[src/rtl/if_id_buffer.sv]
// IF/ID pipeline buffer: 2-entry FIFO of {pc_plus4, instruction} between fetch
// and decode. Push happens on if_valid & if_ready, pop on id_valid & id_ready.
// A push into an empty buffer is not bypassed, so an entry always shows up on
// the outputs one cycle after it is accepted. Flush overrides every other event.
module if_id_buffer #(
  parameter logic [31:0] NOP_INSTR = 32'h0000_0000
) (
  input  logic        clk,
  input  logic        rst,
  input  logic        if_valid,
  input  logic [31:0] pc_plus4,
  input  logic [31:0] instruction,
  input  logic        flush,
  input  logic        id_ready,
  output logic        if_ready,
  output logic        id_valid,
  output logic [31:0] id_pc_plus4,
  output logic [31:0] id_instruction,
  output logic [1:0]  occupancy
);

  typedef struct packed {
    logic [31:0] pc;
    logic [31:0] ins;
  } ent_t;

  ent_t [1:0] mem_q, mem_d;
  logic       wptr_q, wptr_d;
  logic       rptr_q, rptr_d;
  logic [1:0] occ_q, occ_d;
  logic       push, pop;
  ent_t       head;

  // Handshakes and head-of-queue outputs
  always_comb begin
    if_ready       = (occ_q < 2'd2);
    id_valid       = (occ_q != 2'd0);
    push           = if_valid & if_ready;
    pop            = id_valid & id_ready;
    head           = mem_q[rptr_q];
    id_pc_plus4    = id_valid ? head.pc  : 32'h0;
    id_instruction = id_valid ? head.ins : NOP_INSTR;
    occupancy      = occ_q;
  end

  // Next-state: flush clears pointers and count but leaves storage alone,
  // since stale storage is masked by id_valid=0
  always_comb begin
    mem_d  = mem_q;
    wptr_d = wptr_q;
    rptr_d = rptr_q;
    occ_d  = occ_q;
    if (flush) begin
      wptr_d = 1'b0;
      rptr_d = 1'b0;
      occ_d  = 2'd0;
    end else begin
      if (push) begin
        mem_d[wptr_q] = '{pc: pc_plus4, ins: instruction};
        wptr_d        = ~wptr_q;
      end
      if (pop) rptr_d = ~rptr_q;
      case ({push, pop})
        2'b10:   occ_d = occ_q + 2'd1;
        2'b01:   occ_d = occ_q - 2'd1;
        default: occ_d = occ_q;
      endcase
    end
  end

  // State registers with asynchronous active-low reset
  always_ff @(posedge clk or negedge rst) begin
    if (!rst) begin
      mem_q  <= {2{ent_t'{pc: 32'h0, ins: NOP_INSTR}}};
      wptr_q <= 1'b0;
      rptr_q <= 1'b0;
      occ_q  <= 2'd0;
    end else begin
      mem_q  <= mem_d;
      wptr_q <= wptr_d;
      rptr_q <= rptr_d;
      occ_q  <= occ_d;
    end
  end

endmodule

[config.mk]
export PLATFORM = sky130hd
export DESIGN_NAME = if_id_buffer
export DESIGN_NICKNAME = d
export VERILOG_FILES = /design/src/rtl/if_id_buffer.sv
export SDC_FILE = /design/constraint.sdc
export NUM_CORES = 1
export LEC_CHECK = 0
export CAP_MARGIN = 40
export CORE_MARGIN = 3
export CORE_UTILIZATION = 44
export CTS_BUF_LIST = sky130_fd_sc_hd__clkbuf_16
export CTS_CLUSTER_DIAMETER = 60
export DETAILED_ROUTE_END_ITERATION = 16
export GPL_ROUTABILITY_DRIVEN = 0
export GPL_TIMING_DRIVEN = 0
export PLACE_DENSITY = 0.7
export SYNTH_ARGS = -nofsm -noshare
export SYNTH_HDL_FRONTEND = slang
export SYNTH_SLANG_ARGS = --single-unit
[constraint.sdc]
create_clock -name clk -period 1.83 [get_ports clk]
set_input_delay 0.183 -clock clk [delete_from_list [all_inputs] [get_ports clk]]
set_output_delay 0.183 -clock clk [all_outputs]
set_load 0.03 [all_outputs]
Fig. 1: cells colored by class
(3 px per um) Fill, decap, tap and diode cells in gray.
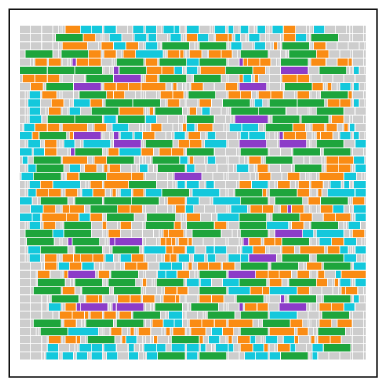
clock drivers and dummy loads: drawn in purple, cells 32, share of their area 5.9%. sequential cells: drawn in green, cells 132, share of their area 38%. combinational and other logic: drawn in orange, cells 275, share of their area 33%. remaining buffers and delay cells: drawn in cyan, cells 190, share of their area 24%.

Fig. 2: close-up of the layout
Region (49, 49) to (74, 74) um. Cells in gray, sequential cells in the stronger gray; small squares are vias.
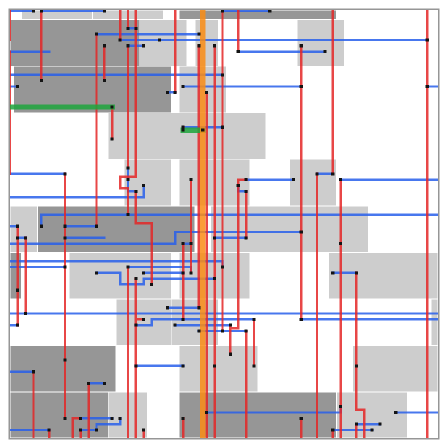
metal 3: drawn in green. metal 4: drawn in orange. metal 2: drawn in red. metal 1: drawn in blue.
Netlist names of flops here include mem_q (3), occupancy (2). Most frequent: buf_4 (6), dfrtp_1 (4), clkbuf_16 (3). 24 logic cells have their middle in the window. Sequential cells in the window: 6.

Fig. 3: clock nets
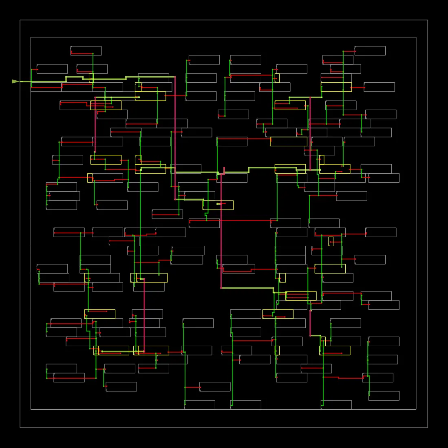
Worst Skew: 7.59 ps
clk ins delay skew pair: 410 ps
CTS sink cnt: 132

==> flow_metrics.env <==
# yosys + openroad results
export IMPL_synthMuxAreaShare_pct=35.3
export IMPL_clk_root_buffer_cell="clkbuf_16"
export IMPL_status="complete, but fails checks"
export IMPL_simple_gate_share_pct=5.25
export IMPL_pwr_share_comb_pct=28.4
export IMPL_power_frac_seq_pct=42.4
export IMPL_nFillCells=907
export IMPL_grt_pass1_wl_mm=21.6
export IMPL_worst_slew_pin_slew_ps=525
export IMPL_cp_num_buf_inv=4
export IMPL_gr_usage_met3_pct=6.08
export IMPL_synthCells=434
export IMPL_grt_use_met1_pct=23.5
export IMPL_most_common_cell="dfrtp_1"
export IMPL_die_w_um=122
export IMPL_post_route_drc_count=0
export IMPL_r2r_end="mem_q[100]$_DFFE_PN0P_"
export IMPL_critical_path_top_delay_family="buffers and inverters"
export IMPL_cts_resized=310
export IMPL_first_iter_violations=137
export IMPL_placed_cells=743
export IMPL_post_dp_cell_area_mm2=0.00754
export IMPL_violations="negative setup slack"
export IMPL_io_buffers=136
export IMPL_fin_ws_ps=-50.1
export IMPL_syn_avg_cell_area_um2=13.7
export IMPL_grt_pass1_vias=4282
export IMPL_lay_top_count="dfrtp_1"
export IMPL_placement_rows=41
export IMPL_synth_main_ff_cell="dfrtp_1"
export IMPL_bufAreaShareNonClock_pct=23.0
export IMPL_numCtsBuffers=17
export IMPL_power_total_mw=10.1
export IMPL_yosysWarningCount=0
export IMPL_drv_slew=0
export IMPL_top_usage_layer="met2"
export IMPL_post_route_cells_drive_above_1_share_pct=51.4
export IMPL_cts_tree="yes"
export IMPL_postCtsSetupBuffers=4
export IMPL_grtUsageMet2_pct=31.0
export IMPL_peakVddDrop_v=0.000591
export IMPL_seq_share_pct=37.0
export IMPL_cp_slowest_cell="dfrtp_2"
export IMPL_seq_area_mm2=0.00331
export IMPL_pre_cts_ws_ps=-678
export IMPL_finalInstanceArea_mm2=0.00893
export IMPL_antenna_found_initial=0
export IMPL_crit_end="id_instruction[9]"
export IMPL_comb_area_mm2=0.00284
export IMPL_synthArstFlopShare_pct=100
export IMPL_period_needed_ps=1880
export IMPL_yosysTopAreaCell="dfrtp_1"
export IMPL_worstSetupPathType="reg -> out"
export IMPL_routed_via_density=5.05
export IMPL_critical_path_arrival_ps=1700
export IMPL_logic_family="multiplexers"
export IMPL_ys_area_mm2=0.00593
export IMPL_clkTransAtPathRegs_ps=50
export IMPL_worst_path_max_fanout=5
export IMPL_clockNetworkAreaShare_pct=5.74
export IMPL_tool_warnings=28
export IMPL_cp_required_ps=1650
export IMPL_die_area_mm2=0.0149
export IMPL_final_cell_mix="dfrtp_1, mux2_2, clkdlybuf4s50_1"
export IMPL_seq_cell_count=132
export IMPL_end_kind="output pin"
export IMPL_syn_nets=503
export IMPL_crit_start="occupancy[0]$_DFFE_PN0P_"
export IMPL_nNonClkBuffers=190
export IMPL_finalSetupViolCount=36
export IMPL_p_seq_mw=4.26
export IMPL_xor_area_share_pct=0.295
export IMPL_dp_hpwl_mm=8.93
export IMPL_synth_seq_cells=132
export IMPL_worstSetupStartpointType="flip-flop"
export IMPL_rr_worst_depth=5
